[src/rtl/axis_stream_generator_if.sv]
// AXI4-Stream master/slave bundle used by axis_stream_generator.
// Carries TVALID/TREADY/TLAST/TDATA/TSTRB for one stream.
interface axis_stream_generator_if #(
  parameter int DATA_W = 32
) ();
  logic                  tvalid;
  logic                  tready;
  logic                  tlast;
  logic [DATA_W-1:0]     tdata;
  logic [DATA_W/8-1:0]   tstrb;

  modport master (output tvalid, output tlast, output tdata, output tstrb, input tready);
  modport slave  (input tvalid, input tlast, input tdata, input tstrb, output tready);
endinterface

[src/rtl/axis_stream_generator.sv]
// AXIS packet source: incrementing data words, TLAST per packet, idle gap between packets.
// Optional completed-packet counter enabled by defining AXIS_GEN_PKT_COUNTER_EN.
module axis_stream_generator #(
  parameter int C_M00_AXIS_TDATA_WIDTH = 32,
  parameter int PKT_LEN_WIDTH          = 16,
  parameter int GAP_WIDTH              = 8,
  parameter int PKT_COUNT_WIDTH        = 32
) (
  input  logic                              axis_aclk,
  input  logic                              axis_aresetn,
  input  logic                              enable,
  input  logic [PKT_LEN_WIDTH-1:0]          pkt_len,
  input  logic [GAP_WIDTH-1:0]              gap,
  input  logic [C_M00_AXIS_TDATA_WIDTH-1:0] seed,
  output logic                              busy,
  output logic [PKT_COUNT_WIDTH-1:0]        pkt_count,
  input  logic                              pkt_count_reset,
  axis_stream_generator_if.master           m00_axis
);
  localparam int DW = C_M00_AXIS_TDATA_WIDTH;

  localparam logic [1:0] IDLE = 2'd0;
  localparam logic [1:0] SEND = 2'd1;
  localparam logic [1:0] GAP  = 2'd2;

  localparam logic [PKT_LEN_WIDTH-1:0] LEN_ONE  = 1;
  localparam logic [GAP_WIDTH-1:0]     GAP_ONE  = 1;
  localparam logic [DW-1:0]            DATA_ONE = 1;

  logic [1:0]               state_q, state_d;
  logic [DW-1:0]            tdata_q, tdata_d;
  logic [PKT_LEN_WIDTH-1:0] beat_q, beat_d;
  logic [PKT_LEN_WIDTH-1:0] len_q, len_d;
  logic [GAP_WIDTH-1:0]     gapl_q, gapl_d;
  logic [GAP_WIDTH-1:0]     gap_cnt_q, gap_cnt_d;

  logic                     tvalid, tlast, hs;
  logic [PKT_LEN_WIDTH-1:0] len_in;

  // A zero-length request still produces a single-beat packet.
  assign len_in = (pkt_len == '0) ? LEN_ONE : pkt_len;

  assign tvalid = (state_q == SEND);
  assign tlast  = tvalid && (beat_q == (len_q - LEN_ONE));
  assign hs     = tvalid && m00_axis.tready;
  assign busy   = (state_q != IDLE);

  assign m00_axis.tvalid = tvalid;
  assign m00_axis.tlast  = tlast;
  assign m00_axis.tdata  = tdata_q;
  assign m00_axis.tstrb  = '1;

  always_comb begin
    state_d   = state_q;
    tdata_d   = tdata_q;
    beat_d    = beat_q;
    len_d     = len_q;
    gapl_d    = gapl_q;
    gap_cnt_d = gap_cnt_q;
    case (state_q)
      IDLE: begin
        if (enable) begin
          state_d = SEND;
          tdata_d = seed;
          beat_d  = '0;
          len_d   = len_in;
          gapl_d  = gap;
        end
      end
      SEND: begin
        if (hs) begin
          tdata_d = tdata_q + DATA_ONE;
          if (tlast) begin
            beat_d = '0;
            if (gapl_q != '0) begin
              state_d   = GAP;
              gap_cnt_d = '0;
            end else if (enable) begin
              len_d  = len_in;
              gapl_d = gap;
            end else begin
              state_d = IDLE;
            end
          end else begin
            beat_d = beat_q + LEN_ONE;
          end
        end
      end
      GAP: begin
        // Gap counter runs 0..gapl_q-1 so tvalid stays low for exactly gapl_q cycles.
        if (gap_cnt_q == (gapl_q - GAP_ONE)) begin
          if (enable) begin
            state_d = SEND;
            beat_d  = '0;
            len_d   = len_in;
            gapl_d  = gap;
          end else begin
            state_d = IDLE;
          end
        end else begin
          gap_cnt_d = gap_cnt_q + GAP_ONE;
        end
      end
      default: state_d = IDLE;
    endcase
  end

  always_ff @(posedge axis_aclk or negedge axis_aresetn) begin
    if (!axis_aresetn) begin
      state_q   <= IDLE;
      tdata_q   <= '0;
      beat_q    <= '0;
      len_q     <= LEN_ONE;
      gapl_q    <= '0;
      gap_cnt_q <= '0;
    end else begin
      state_q   <= state_d;
      tdata_q   <= tdata_d;
      beat_q    <= beat_d;
      len_q     <= len_d;
      gapl_q    <= gapl_d;
      gap_cnt_q <= gap_cnt_d;
    end
  end

`ifdef AXIS_GEN_PKT_COUNTER_EN
  logic [PKT_COUNT_WIDTH-1:0] pkt_count_q;
  localparam logic [PKT_COUNT_WIDTH-1:0] CNT_ONE = 1;

  // Clear wins over a coincident final-beat increment.
  always_ff @(posedge axis_aclk or negedge axis_aresetn) begin
    if (!axis_aresetn)        pkt_count_q <= '0;
    else if (pkt_count_reset) pkt_count_q <= '0;
    else if (hs && tlast)     pkt_count_q <= pkt_count_q + CNT_ONE;
  end

  assign pkt_count = pkt_count_q;
`else
  logic unused_pkt_count_reset;
  assign unused_pkt_count_reset = pkt_count_reset;
  assign pkt_count              = '0;
`endif
endmodule
[src/flat_wrapper.sv]
// flat-port wrapper written by rule: the top's interface ports become plain ports
module axis_stream_generator_flat 
#(
  parameter int C_M00_AXIS_TDATA_WIDTH = 32,
  parameter int PKT_LEN_WIDTH          = 16,
  parameter int GAP_WIDTH              = 8,
  parameter int PKT_COUNT_WIDTH        = 32
)
  (axis_aclk, axis_aresetn, enable, pkt_len, gap, seed, busy, pkt_count, pkt_count_reset, m00_axis_tvalid, m00_axis_tlast, m00_axis_tdata, m00_axis_tstrb, m00_axis_tready);
  axis_stream_generator_if m00_axis_i ();
  input  logic axis_aclk;
  input  logic axis_aresetn;
  input  logic enable;
  input  logic [PKT_LEN_WIDTH-1:0] pkt_len;
  input  logic [GAP_WIDTH-1:0] gap;
  input  logic [C_M00_AXIS_TDATA_WIDTH-1:0] seed;
  output logic busy;
  output logic [PKT_COUNT_WIDTH-1:0] pkt_count;
  input  logic pkt_count_reset;
  output wire logic [$bits(m00_axis_i.tvalid)-1:0] m00_axis_tvalid;
  output wire logic [$bits(m00_axis_i.tlast)-1:0] m00_axis_tlast;
  output wire logic [$bits(m00_axis_i.tdata)-1:0] m00_axis_tdata;
  output wire logic [$bits(m00_axis_i.tstrb)-1:0] m00_axis_tstrb;
  input wire logic [$bits(m00_axis_i.tready)-1:0] m00_axis_tready;
  assign m00_axis_tvalid = m00_axis_i.tvalid;
  assign m00_axis_tlast = m00_axis_i.tlast;
  assign m00_axis_tdata = m00_axis_i.tdata;
  assign m00_axis_tstrb = m00_axis_i.tstrb;
  assign m00_axis_i.tready = m00_axis_tready;
  axis_stream_generator #(.C_M00_AXIS_TDATA_WIDTH(C_M00_AXIS_TDATA_WIDTH), .PKT_LEN_WIDTH(PKT_LEN_WIDTH), .GAP_WIDTH(GAP_WIDTH), .PKT_COUNT_WIDTH(PKT_COUNT_WIDTH)) u_core (.axis_aclk(axis_aclk), .axis_aresetn(axis_aresetn), .enable(enable), .pkt_len(pkt_len), .gap(gap), .seed(seed), .busy(busy), .pkt_count(pkt_count), .pkt_count_reset(pkt_count_reset), .m00_axis(m00_axis_i));
endmodule
[config.mk]
export PLATFORM = sky130hd
export DESIGN_NAME = axis_stream_generator_flat
export DESIGN_NICKNAME = d
export VERILOG_FILES = /design/src/rtl/axis_stream_generator_if.sv /design/src/rtl/axis_stream_generator.sv /design/src/flat_wrapper.sv
export SDC_FILE = /design/constraint.sdc
export NUM_CORES = 1
export LEC_CHECK = 0
export ABC_AREA = 0
export CELL_PAD_IN_SITES_DETAIL_PLACEMENT = 1
export CELL_PAD_IN_SITES_GLOBAL_PLACEMENT = 1
export CORE_MARGIN = 1.5
export CORE_UTILIZATION = 41
export DETAILED_ROUTE_END_ITERATION = 6
export HOLD_SLACK_MARGIN = 0.15
export MAX_ROUTING_LAYER = met4
export PLACE_DENSITY = 0.91
export SLEW_MARGIN = 10
export SYNTH_ARGS = -nofsm -noshare
export SYNTH_HDL_FRONTEND = slang
export SYNTH_SLANG_ARGS = --single-unit
[constraint.sdc]
create_clock -name axis_aclk -period 6.7 [get_ports axis_aclk]
set_input_delay 1.34 -clock axis_aclk [delete_from_list [all_inputs] [get_ports axis_aclk]]
set_output_delay 1.34 -clock axis_aclk [all_outputs]
set_load 0.01 [all_outputs]
Figure 1. Cells by drive strength (run 1).
Drawn at 3 px/µm.
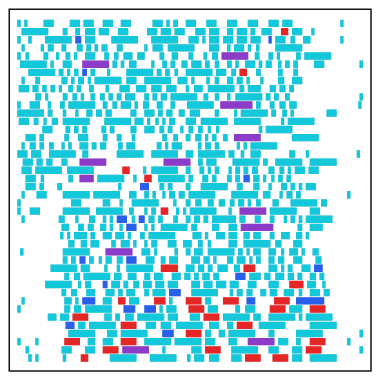
- cyan: x1 and smaller (cells 669; share 91%)
- purple: x6 and larger (cells 12; share 1.6%)
- red: x3 and x4 (cells 30; share 4.1%)
- blue: x2 (cells 21; share 2.9%)

Figure 2. M1 wires (run 1).
Drawn at 4 px/µm. Supply wires on this layer in gray.
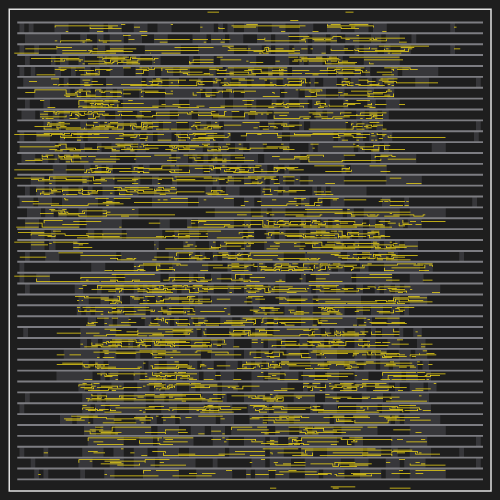
- nets with wire on the layer: 711
- main direction: horizontal

Figure 3. Local utilization (run 1).
Drawn at 3 px/µm. 12 x 12 tiles, from dark blue (low) to red (high), 0 to 100% covered.
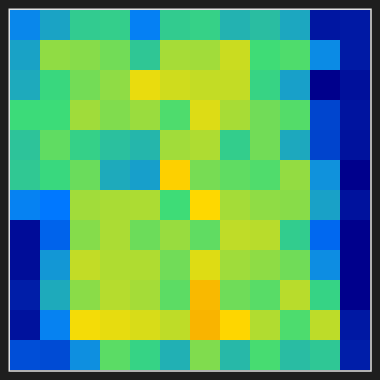
- mean over tiles: 46%
- tiles over 75% full: 3.5%
- fullest tile: 80%
- nearly empty tiles: 3.5%
- emptiest ninth of the die: north-east

## run 1: through the flow
stage / setup WS, ps / area [µm²] / std cells / hold WS (ps) / total power [mW]
floorplan: 3250 / 5750 / 687 / 502 / 1.01
global placement: 2300 / 6510 / 892 / 496 / 1.20
detailed placement: 2270 / 6510 / 892 / 514 / 1.25
CTS: 1860 / 6830 / 908 / 528 / 1.80
global route: 1590 / 6830 / 908 / 542 / 1.89
finish: 1860 / 6830 / 908 / 528 / 1.79
## run 1: layer usage
layer	vias to the layer above	GRT usage	wire, µm
li1	2463	-	-
met3	39	0.0342	636
met1	2651	0.308	7290
met4	0	0.115	501
met5	-	-	0
met2	164	0.441	9250
## run 1: cell usage after synthesis, types with 19 or more instances
library cell and number:
mux2_4 19, a21oi_1 61, inv_1 21, nor2_1 41
nand3_1 29, nand4_1 19, o21ai_0 42, nand2_1 53
nor3_1 19, dfrtp_1 81, clkbuf_1 30, buf_4 36
o22ai_1 19, xnor2_1 22
## run 1: flip-flops by register name, indices dropped and copies added (netlist names)
name and flops:
u_core.beat_q 16, u_core.gap_cnt_q 8, u_core.gapl_q 8, u_core.len_q 16
u_core.m00_axis.tdata 32, u_core.state_q 2
## run 1: layout make-up
type	count	share of cell area
flip-flops and latches	82	0.300
multi-input cells	513	0.466
repair buffers	99	0.143
well taps	176	0.0322
clock buffers	11	0.0355
clock inverters	5	0.0114
inverters	22	0.0121
## run 1: report_power, final
part / internal (mW) / leakage, nW / switching, mW
combinational: 0.271 / 1.61 / 0.241
sequential: 0.586 / 0.985 / 0.151
clock: 0.335 / 0.156 / 0.210
## run 1: worst max path at each step
stage                     cells past startpoint              to                         from
after floorplan                               8  m00_axis_tlast  u_core.len_q[1]$_DFFE_PN0P_
after global placement                        9  m00_axis_tlast  u_core.len_q[1]$_DFFE_PN0P_
after detailed placement                      9  m00_axis_tlast  u_core.len_q[1]$_DFFE_PN0P_
after CTS                                     9  m00_axis_tlast  u_core.len_q[1]$_DFFE_PN0P_
after global routing                          9  m00_axis_tlast  u_core.len_q[1]$_DFFE_PN0P_
final                                         9  m00_axis_tlast  u_core.len_q[1]$_DFFE_PN0P_
## run 1: cells by family (layout without fill, tap and decap cells)
family                     count (synthesis)  in the layout  share of synthesized area
muxes                                     29             29                     0.0695
and+or+nand+nor                          241            241                      0.228
xor gates and xnor gates                  33             33                     0.0539
buffers and inverters                     92            137                     0.0917
adders and majority gates                  5              5                     0.0111
AOI/OAI and AO/OA                        169            169                      0.179
other                                      2             36                    0.00134
DFF                                       82             82                      0.365
## run 1: worst reg2reg max path, delay by kind of cell (launching register included)
kind            cells  cell delay (ps)
mux                 1              430
simple gates        3              790
compound gates      3             1600
buf+inv             1               90
fa+ha+maj           1              230
flops               1              450
==> Slide: Implementation Results, run 1 <==
Physical Implementation Snapshot

Synth
  • Yosys Warn Count: 0
  • Most used flip-flop cell after synthesis: dfrtp_1
  • Top cell type by total area after synthesis: dfrtp_1

Timing
  • Largest clock skew in the final design: 7.61 ps
  • Max Freq: 0.207 GHz
  • Number of max-slew violations in the final report: 0

Finish
  • Area of combinational cells with multiple inputs: 3180 µm²
  • Most used cells in the layout excluding fill and tap cells: 93 x clkdlybuf4s50_1, 81 x dfrtp_1, 60 x a21oi_1, 53 x nand2_1, 42 x o21ai_0
  • Fraction of layout instances using a drive strength above 1: 0.0861
  • Layout filler cell count: 1571
  • Antenna fix cells: 0
  • P&R area growth vs syn: 21.6%

Run
  • Number of warning messages in the logs: 27

Placement
  • Final RePlAce weighted congestion: 0.853

Run status
  • Result of the run: complete, no violations

Clocking
  • Number of CTS-inserted buffers: 9
  • Clock slew at the register clock pins of the worst setup and hold paths: 60 ps
  • Count of hold-fix buffers inserted at cts: 0

Worst setup path
  • Worst-path fanout max: 6
  • Destination of the worst register-to-register timing path: u_core.gapl_q[7]$_DFFE_PN0P_
  • Crit end category: output pin

GRT
  • Combined global-route utilization of all metal layers: 0.259
  • Global-route wire length before repair: 29000 µm
  • Number of antenna violations at the first check in global routing: 0

Routing
  • Initial detailed-routing violation count: 300

Floorplan
  • Top-level I/O count: 132
==> run 1 -> run 2 <==
CORE_UTILIZATION = 34   (was 41)
PLACE_DENSITY = 0.81   (was 0.91)
clock period = 4.1 ns   (was 6.7 ns; I/O delays follow)
==> run 2 against run 1 <==
  * Setup slack got worse by 1700 ps
  * Final cell count rose by 5.0%
  * Routed wire length fell by 3.1%
  * Die area rose by 20%
  * Sequential power rose by 63%
  * Non-clock buffer count rose by 6
  * Synthesized cell count did not move
  * Critical path type unchanged
==> Slide: Implementation Results, run 2 <==
Physical Implementation Snapshot

Run status
  • Result of the run: complete, no violations

GRT
  • Number of antenna violations at the first check in global routing: 0
  • Combined global-route utilization of all metal layers: 0.212
  • Global-route wire length before repair: 29000 µm

Pwr
  • Register share of total power: 0.408
  • Combinational share of power: 0.285
  • Clock group share of total power: 0.307
  • Leakage dissipation: 2.79 nW
  • Switching share of power: 0.330
  • Power dissipated by switching net loads: 0.967 mW
  • Sum of internal, switching and leakage power: 2.94 mW

Routing
  • Pre-antenna DRT Iters: 4
  • Initial detailed-routing violation count: 271

Worst setup path
  • Arrival time of data at the critical path endpoint: 3160 ps
  • Crit end category: output pin

Finish
  • Area of combinational cells with multiple inputs: 3200 µm²
  • Fraction of layout instances using a drive strength above 1: 0.0950
  • Antenna fix cells: 0
  • Post-layout instance area: 6950 µm²
  • Max reg flops: 32
  • P&R area growth vs syn: 23.7%
  • Most used cells in the layout excluding fill and tap cells: 93 x clkdlybuf4s50_1, 81 x dfrtp_1, 60 x a21oi_1, 53 x nand2_1
  • Final layout net count: 799

Synth
  • Area fraction in compound gates: 0.179
  • Multiplexer area fraction after synthesis: 0.0695
  • Comb area leader: simple AND/OR/NAND/NOR gates
  • Synth Area in XOR/XNOR: 0.0539
  • Fa+ha+maj area frac: 0.0111
  • Cell with the most instances after synthesis: dfrtp_1
  • Yosys Warn Count: 0
  • Area share of and/or/nand/nor cells after synthesis: 0.228
  • Top post-synthesis cells by count: 81 x dfrtp_1, 61 x a21oi_1, 53 x nand2_1
  • Top cell type by total area after synthesis: dfrtp_1

Clocking
  • Count of hold-fix buffers inserted at cts: 0
  • Number of CTS-inserted buffers: 9
  • Number of levels the H-tree was split into: 3

Run
  • Number of warning messages in the logs: 27

Placement
  • Final RePlAce weighted congestion: 0.838
  • Post-Place Cell Area: 6590 µm²
  • Worst setup slack after placement: 206 ps

Timing
  • Setup slack after layout: 122 ps
  • Headroom to the max-slew limit: 0.302

Floorplan
  • Top-level I/O count: 132
  • Die Area: 17300 µm²
-- run 2: final cells by class --
cell class | count | share of cell area
tap | 216 | 0.0389
inverter | 22 | 0.0119
clock buffer | 13 | 0.0375
timing repair buffer | 105 | 0.147
multi-input combinational | 513 | 0.461
sequential | 82 | 0.295
clock inverter | 2 | 0.00864
-- run 2: worst paths after layout --
| kind | cells after the start | from | endpoint | slack (ps) |
|---|---|---|---|---|
| min reg2reg | 1 | u_core.m00_axis.tdata[9]$_DFFE_PN0P_ | u_core.m00_axis.tdata[9]$_DFFE_PN0P_ | 540 |
| min in group asynchronous | 1 | axis_aresetn | u_core.gapl_q[1]$_DFFE_PN0P_ | 610 |
| max reg2reg | 9 | u_core.len_q[1]$_DFFE_PN0P_ | u_core.gapl_q[7]$_DFFE_PN0P_ | 420 |
| max in group asynchronous | 2 | axis_aresetn | u_core.len_q[0]$_DFFE_PN1P_ | 2630 |
| max | 9 | u_core.len_q[1]$_DFFE_PN0P_ | m00_axis_tlast | 120 |
| min | 1 | u_core.m00_axis.tdata[9]$_DFFE_PN0P_ | u_core.m00_axis.tdata[9]$_DFFE_PN0P_ | 540 |
-- run 2: logic make-up after synthesis --
logic type,count (synthesis)
simple gates,241
compound gates,169
buf+inv,92
flops,82
xor+xnor,33
mux,29
fa+ha+maj,5
other cells,2
-- run 2: metal layers --
| layer | GRT usage | vias to the layer above | wire length (µm) | part of all wire |
|---|---|---|---|---|
| li1 | - | 2473 | - | - |
| met1 | 0.253 | 2607 | 7560 | 0.44 |
| met2 | 0.370 | 89 | 8860 | 0.52 |
| met3 | 0.0255 | 17 | 424 | 0.025 |
| met4 | 0.0722 | 0 | 280 | 0.016 |
| met5 | - | - | 0 | 0 |
-- run 2: worst max-delay path, delay by kind of cell, from the launching register on --
family | cells | cell delay, ps
buffers and inverters | 2 | 660
DFF | 1 | 430
AOI/OAI and AO/OA | 1 | 260
xor gates and xnor gates | 1 | 140
and+or+nand+nor | 4 | 1110
adders and majority gates | 1 | 220
-- run 2: timing repair --
item	CTS	global route
setup buffers	1	1
resized	3	3
setup endpoints to repair	1	1
cloned	0	0
pin swaps	1	3
-- run 2: power groups by stage --
stage	registers (mW)	logic [mW]	clock network (mW)
detailed placement	1.21	0.829	0
global placement	1.19	0.784	0
floorplan	1.16	0.498	0
global route	1.23	0.923	0.943
CTS	1.20	0.841	0.912
finish	1.20	0.838	0.900
-- run 2: metrics by stage --
step                      hold slack (ps)  utilization
after floorplan                       502            -
after global placement                502        0.412
after detailed placement              518        0.412
after CTS                             532        0.433
after global routing                  546        0.434
final                                 535        0.434
Figure 4. Local utilization (run 2).
Drawn at 3 px/µm. 13 x 13 tiles, from dark blue (low) to red (high), 0 to 100% covered.
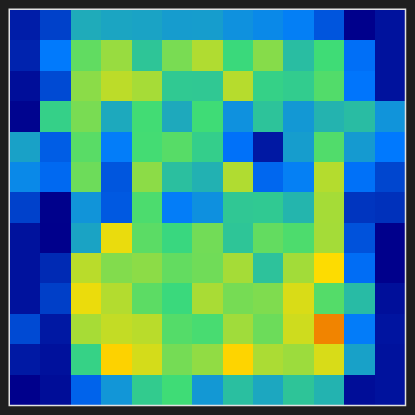
- mean over tiles: 39%
- tiles over 75% full: 1.8%
- nearly empty tiles: 4.1%
- fullest tile: 85%
- densest ninth of the die: south

Figure 5. Cells by drive strength (run 2).
Drawn at 3 px/µm.
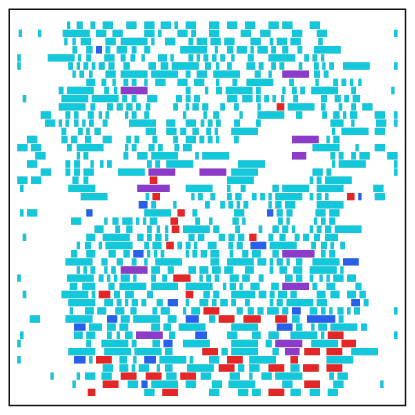
- purple: x6 and larger (cells 13; share 1.8%)
- cyan: x1 and smaller (cells 667; share 91%)
- red: x3 and x4 (cells 36; share 4.9%)
- blue: x2 (cells 21; share 2.8%)

Figure 6. Placed standard cells (run 2).
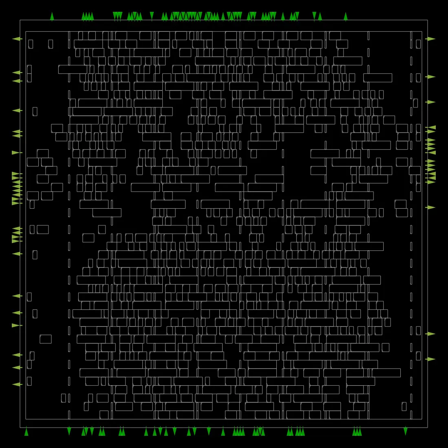
Layout Cells excl Fill: 953
area of the placeable core: 16000 µm²
Util after Layout: 0.434
tap cell count: 216

==> run 2 -> run 3 <==
CORE_MARGIN = 2   (was 1.5)
==> run 3 against run 2 <==
  * Non-clock buffer count is the same
  * Sequential cell count is the same
  * Critical endpoint is now u_core.gapl_q[7]$_DFFE_PN0P_
  * Power shrank 0.43%
  * Highest routed layer unchanged
  * Fmax grew 6.8%
  * Via count grew 1.7%
  * Clock power shrank 2%
  * Clock-buffer cell count shrank 2
  * Utilization is essentially flat
  * Clock skew shrank 4.1 ps
  * Largest power group unchanged
==> Slide: Implementation Results, run 3 <==
Physical Implementation Snapshot

Pwr
  • Int Power: 1.95 mW
  • Sum of internal, switching and leakage power: 2.92 mW

Timing
  • Largest clock skew in the final design: 4.77 ps
  • Headroom to the max-slew limit: 0.268

Worst setup path
  • Worst-path fanout max: 24
  • Critical Path Start: u_core.len_q[1]$_DFFE_PN0P_
  • Crit end category: flop
  • Kind of cell adding the most delay to the critical path: AND-OR/OR-AND gates

Synth
  • Top post-synthesis cells by count: 81 x dfrtp_1, 61 x a21oi_1, 53 x nand2_1
  • Top cell type by total area after synthesis: dfrtp_1

Routing
  • Routed metal-1 wirelength: 7250 µm
  • Met2 routed wirelength: 8880 µm
  • Pre-antenna DRT Iters: 4

Finish
  • P&R area growth vs syn: 23.6%

Run status
  • Result of the run: complete, no violations

Floorplan
  • Die Area: 17600 µm²
  • Area of the placeable core: 16000 µm²

Clocking
  • Number of CTS-inserted buffers: 9

GRT
  • Global-route wire length before repair: 28800 µm

Placement
  • Final RePlAce weighted congestion: 0.838

Run
  • Number of warning messages in the logs: 27
==> run 3: what timing repair did <==
action,CTS,global route
endpoints found under the hold margin,0,0
buffers inserted,1,2
setup endpoints to repair,1,1
gates resized,2,3
hold buffers,0,0
pin swaps,1,2
==> run 3: cell families after synthesis <==
group,count (synthesis),share of synthesized area
xor gates and xnor gates,33,0.0539
adders and majority gates,5,0.0111
muxes,29,0.0695
and+or+nand+nor,241,0.228
AOI/OAI and AO/OA,169,0.179
buffers and inverters,92,0.0917
other,2,0.00134
DFF,82,0.365
==> run 3: path summary, 6_finish.rpt <==
check | cells past startpoint | to | slack [ps]
setup / recovery | 9 | u_core.gapl_q[7]$_DFFE_PN0P_ | 380
hold / removal | 1 | u_core.m00_axis.tdata[9]$_DFFE_PN0P_ | 520
setup reg to reg | 9 | u_core.gapl_q[7]$_DFFE_PN0P_ | 380
hold reg to reg | 1 | u_core.m00_axis.tdata[9]$_DFFE_PN0P_ | 520
max in group asynchronous | 1 | u_core.len_q[1]$_DFFE_PN0P_ | 2690
min in group asynchronous | 1 | u_core.gapl_q[1]$_DFFE_PN0P_ | 670
==> run 3: per-stage QoR <==
step	cells	utilization	area (µm²)	setup WS, ps
final	954	0.434	6950	376
after floorplan	687	-	5750	1170
after global placement	935	0.412	6590	315
after detailed placement	935	0.412	6590	234
after CTS	952	0.433	6920	22.7
after global routing	954	0.434	6950	190
==> run 3: area by class of cell <==
type,count,area [µm²],area share
Inverter,22,82.6,0.0119
Tap cell,216,270,0.0389
Sequential cell,82,2050,0.296
Clock buffer,11,243,0.0349
Multi-Input combinational cell,513,3190,0.460
Clock inverter,5,77.6,0.0112
Timing Repair Buffer,105,1020,0.147
==> run 3: routing by layer <==
metal	up-vias	GRT usage
met5	-	-
met4	0	0.0818
met2	110	0.355
li1	2476	-
met1	2662	0.239
met3	28	0.0261
==> run 3: worst register-to-register path, cell delays in order (launching register included) <==
cell and delay, ps:
dfrtp_2 450, inv_1 70, ha_1 210, or4b_4 530, a2111oi_1 450, nor3_1 90
a211oi_1 340, nand2_1 160, o21ai_4 850, mux2_2 430
==> run 3: power groups by stage <==
| stage | Clock (mW) | Combinational (mW) | Sequential, mW |
|---|---|---|---|
| final | 0.883 | 0.837 | 1.20 |
| after global routing | 0.928 | 0.925 | 1.23 |
| after CTS | 0.900 | 0.838 | 1.20 |
| after detailed placement | 0 | 0.830 | 1.21 |
| after floorplan | 0 | 0.498 | 1.16 |
| after global placement | 0 | 0.785 | 1.19 |
Figure 7. M1 wires (run 3).
Drawn at 4 px/µm. Supply wires on this layer in gray.
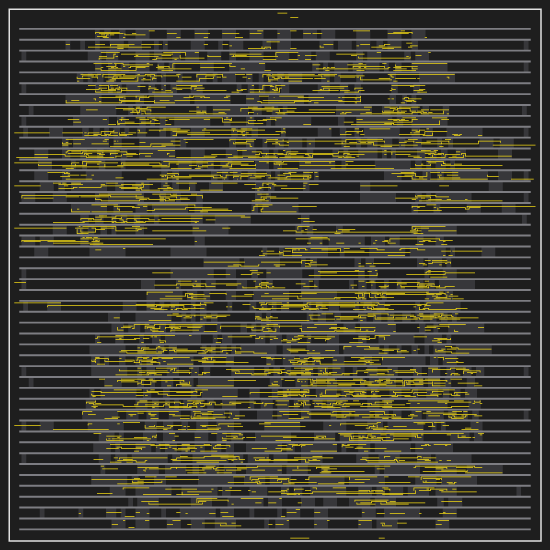
- nets with wire on the layer: 716
- main direction: horizontal

Figure 8. Local utilization (run 3).
Drawn at 3 px/µm. 13 x 13 tiles, from dark blue (low) to red (high), 0 to 100% covered.
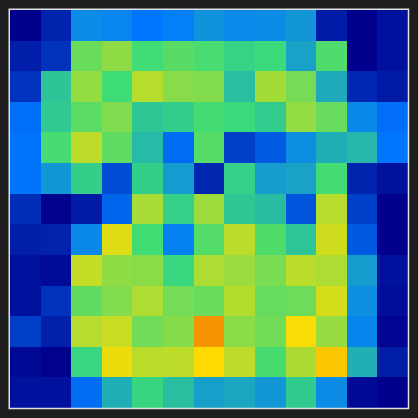
- densest ninth of the die: south
- nearly empty tiles: 6.5%
- mean over tiles: 38%
- tiles over 75% full: 1.8%
- fullest tile: 83%

Figure 9. Placed standard cells (run 3).
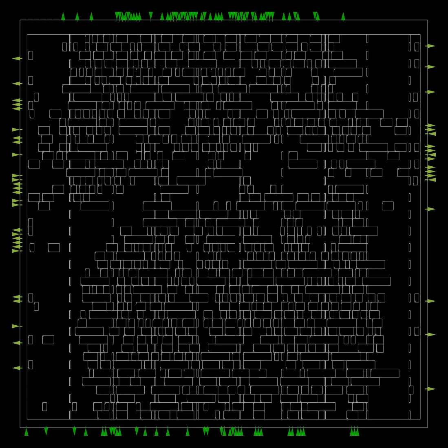
flop share of the area: 0.296
floorplan row count: 46
Seq Cell Count: 82

Power is estimated from default activity; no workload was simulated.
